==> config.mk <==
export PLATFORM = sky130hd
export DESIGN_NAME = sat_counter
export DESIGN_NICKNAME = d
export VERILOG_FILES = /design/src/rtl/fib_checker_sat_counter.sv
export SDC_FILE = /design/constraint.sdc
export NUM_CORES = 1
export LEC_CHECK = 0
export CAP_MARGIN = 20
export CELL_PAD_IN_SITES_DETAIL_PLACEMENT = 2
export CELL_PAD_IN_SITES_GLOBAL_PLACEMENT = 2
export CORE_ASPECT_RATIO = 1.2
export CORE_MARGIN = 8
export CORE_UTILIZATION = 34
export CTS_BUF_LIST = sky130_fd_sc_hd__clkbuf_4
export CTS_CLUSTER_SIZE = 24
export DETAILED_ROUTE_END_ITERATION = 7
export HOLD_SLACK_MARGIN = 0.15
export PLACE_DENSITY_LB_ADDON = 0.1
export SYNTH_ARGS = -nofsm -noshare
export SYNTH_HDL_FRONTEND = slang
export SYNTH_SLANG_ARGS = --single-unit
==> constraint.sdc <==
create_clock -name clk -period 2.8 [get_ports clk]
set_clock_uncertainty 0.2 [all_clocks]
set_input_delay 0.56 -clock clk [delete_from_list [all_inputs] [get_ports clk]]
set_output_delay 0.56 -clock clk [all_outputs]
set_load 0.02 [all_outputs]
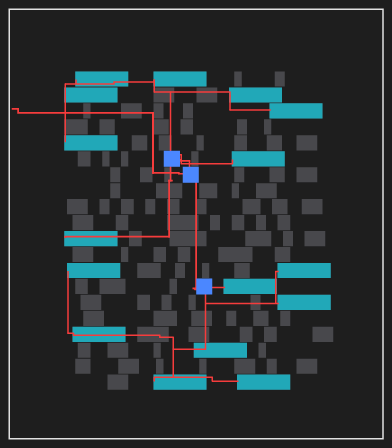
Figure 1: routed clock nets over the placement.
[flip-flops] cyan | count: 16
[clock wires] red | length: 262 um
[clock-net drivers] blue | count: 3
routed clock nets: 4
clock insertion delay at the later pin of the skew report: 0.29 ns
share of power burned in the clock network: 32.0%

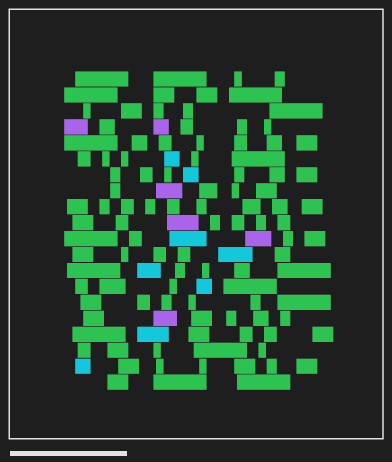
Figure 2: sizing map.
Scale bar: 20 um.
| size | colour | cells |
|---|---|---|
| x1 and smaller | green | 102 |
| x3 and x4 | cyan | 8 |
| x2 | purple | 6 |
worst path setup slack after routing: 0.597 ns
Repair and plain buffers: 20
final standard cell area without fillers: 1170 sq um
layout-stage area growth over the synthesis result: 27.6%

==> impl_metrics.py <==
# Generated from Yosys and OpenROAD reports
metrics = {
    "timing": {
        "final.setup.tns_ns": 0,
        "finalCriticalPeriod_ns": 2.20,
        "post_route_clock_period_utilization_pct": 78.7,
        "max_clock_freq_mhz": 454,
        "setup_viol_count_final": 0,
        "maxSlewViolCount": 0,
        "timing_hold_violations_final": 0,
        "hold_slack_ns": 0.400,
        "worst_slew_margin_rel_pct": 49.1,
        "tightest_slew_ns": 0.762,
        "rsz0062_at_grt": "false",
    },
    "floorplanning": {
        "coreArea_sq_um": 2550,
        "die-area_sq_um": 4630,
        "die_width_um": 63.5,
        "num_rows": 20,
        "core_util_floorplan_pct": 36.0,
        "well_tap_count": 33,
        "pin_count": 20,
    },
    "synthesis": {
        "synth-edff-count": 0,
        "synth.cellmix.simpleShare_pct": 32.0,
        "synth.top_cells.by_count": "dfrtp_1, a21oi_1, nor2_1, nand2_1",
        "yosysWarnings": 0,
        "post_synth_ao_oa_area_fraction_pct": 15.5,
        "postSynthCellCount": 95,
        "synth_cell_types": 36,
        "logic_family": "simple AND/OR/NAND/NOR gates",
        "yosysTopAreaCell": "dfrtp_1",
        "post_synth_main_area_contributors": "dfrtp_1, a21oi_1, nor2_1, nand2_1, or3_1",
        "syn_area_cell_sq_um": 9.68,
        "ys_dominant_reg_cell": "dfrtp_1",
        "synth_adder_area_share_pct": 1.36,
        "synth_seq_share_pct": 43.5,
        "share_of_yosys_cell_area_claimed_by_the_top_area_cell_type_pct": 43.5,
        "post-synth-top-count-cell": "dfrtp_1",
        "multiplexer_share_of_the_synthesized_area_pct": 5.03,
        "synth-cells-yosys": 95,
        "yosys_area_sq_um": 920,
        "syn_area_sq_um": 920,
        "postSynthRegisterBits": 16,
    },
    "cells_and_area": {
        "final.clkbuf_count": 3,
        "nonClkBufAreaFrac_pct": 16.8,
        "mi_logic_area_sq_um": 504,
        "postLayoutCoreUtil_pct": 46.0,
        "area_taken_by_flip_flops_and_latches_sq_um": 400,
        "dominant-cell-class": "logic gates",
        "clkCellAreaFrac_pct": 1.92,
        "number_of_flip_flops_in_the_largest_register": 16,
        "sequential_cell_count": 16,
        "seq-cell-share_pct": 34.1,
        "final_nets": 123,
        "final.signal_inverter_count": 2,
        "num-fill-cells": 299,
        "comb_share_pct": 43.0,
        "diodes": 0,
        "fin_cells": 149,
    },
    "pwr": {
        "vdd_drop_max_uv": 202,
        "power-per-cell-area_nw_per_um2": 342,
        "p_leak_nw": 0.457,
        "report.power.total_uw": 401,
    },
    "clock_tree": {
        "cts.htree.levels": 1,
        "sinks_on_clock_net": 16,
        "worst_setup_hold_path_clk_slew_ns": 0.10,
        "cts_hold_buf": 0,
        "clock_tree.buffer_depth": 2,
        "cts_buffers": 3,
        "cts_resized": 0,
        "clock_tree_from_tritoncts": "built",
        "ctsRootBufferMaster": "clkbuf_4",
    },
    "flow_run": {
        "drv.max_cap_violation_count": 0,
        "log.warning_count": 26,
    },
    "global_routing": {
        "global_route.usage.met1_pct": 14.4,
        "global_route_wire_length_before_repair_um": 4830,
        "grt_start_max_net_pins": 17,
        "global_route.peak_usage_layer": "met2",
        "grt_overflow_total": 0,
        "grt_antenna_before_repair": 0,
        "met3_usage_pct": 4.30,
        "first_global_vias": 938,
    },
    "placed_design": {
        "dp_cells": 146,
        "detailed_place.area_sq_um": 1150,
        "routabilityCongestion": 0.781,
        "place_hpwl_um": 2110,
    },
    "routing": {
        "route.antenna.remaining_nets": 0,
        "dr.max_layer_used": "met4",
        "number_of_drc_markers_in_iteration_0": 18,
        "vias_per_cell": 5.58,
        "remaining_routing_drc_violations": 0,
        "via_count": 832,
        "first_pass_iters": 2,
        "met2WireLength_um": 1430,
        "drt_wl_total_um": 2750,
        "wl_met3_um": 140,
        "post_drt_wl_per_cell_um": 18.5,
    },
    "setup_path": {
        "endpoint_kind": "primary output",
        "r2r_cells": 5,
        "worstPathBufferInverterCount": 1,
        "critical-path-max-stage-delay_ns": 0.66,
        "path_depth": 1,
        "path_max_fanout": 7,
        "cp_data_required_time_ns": 2.04,
        "critical_path_arrival_ns": 1.44,
        "critical_path.slowest_cell": "clkdlybuf4s50_1",
        "critical_path.startpoint_type": "flip-flop",
        "timing.critical_path.max_delay_family": "buffers and inverters",
    },
    "outcome": {
        "outcome": "finished, final reports clean",
    },
    "hold_path": {
        "min_path_type": "flip-flop to flip-flop",
    },
}
## cell usage in the layout, fill, tap and decap left out, types with 2 or more instances in the layout
cell	Yosys	final
nor3_1	3	3
nor2_1	8	8
and2_1	3	3
nand2_1	7	7
mux2i_1	2	2
or3_1	4	4
o31ai_1	3	3
inv_1	2	2
nand3_1	4	4
or4_1	2	2
a31oi_1	3	3
dfrtp_1	16	16
nand2b_1	3	3
clkdlybuf4s50_1	0	19
a21oi_1	8	8
nor2b_1	2	2
clkbuf_4	0	3
o21ai_0	4	4
## power by group
group	internal, mW	switching, mW	leakage, nW
Combinational	0.0159	0.0194	0.222
Sequential	0.234	0.00395	0.222
Clock	0.0500	0.0782	0.0138
Total	0.300	0.102	0.457
Power figures rest on the tool's default switching activity, not on a simulated workload.
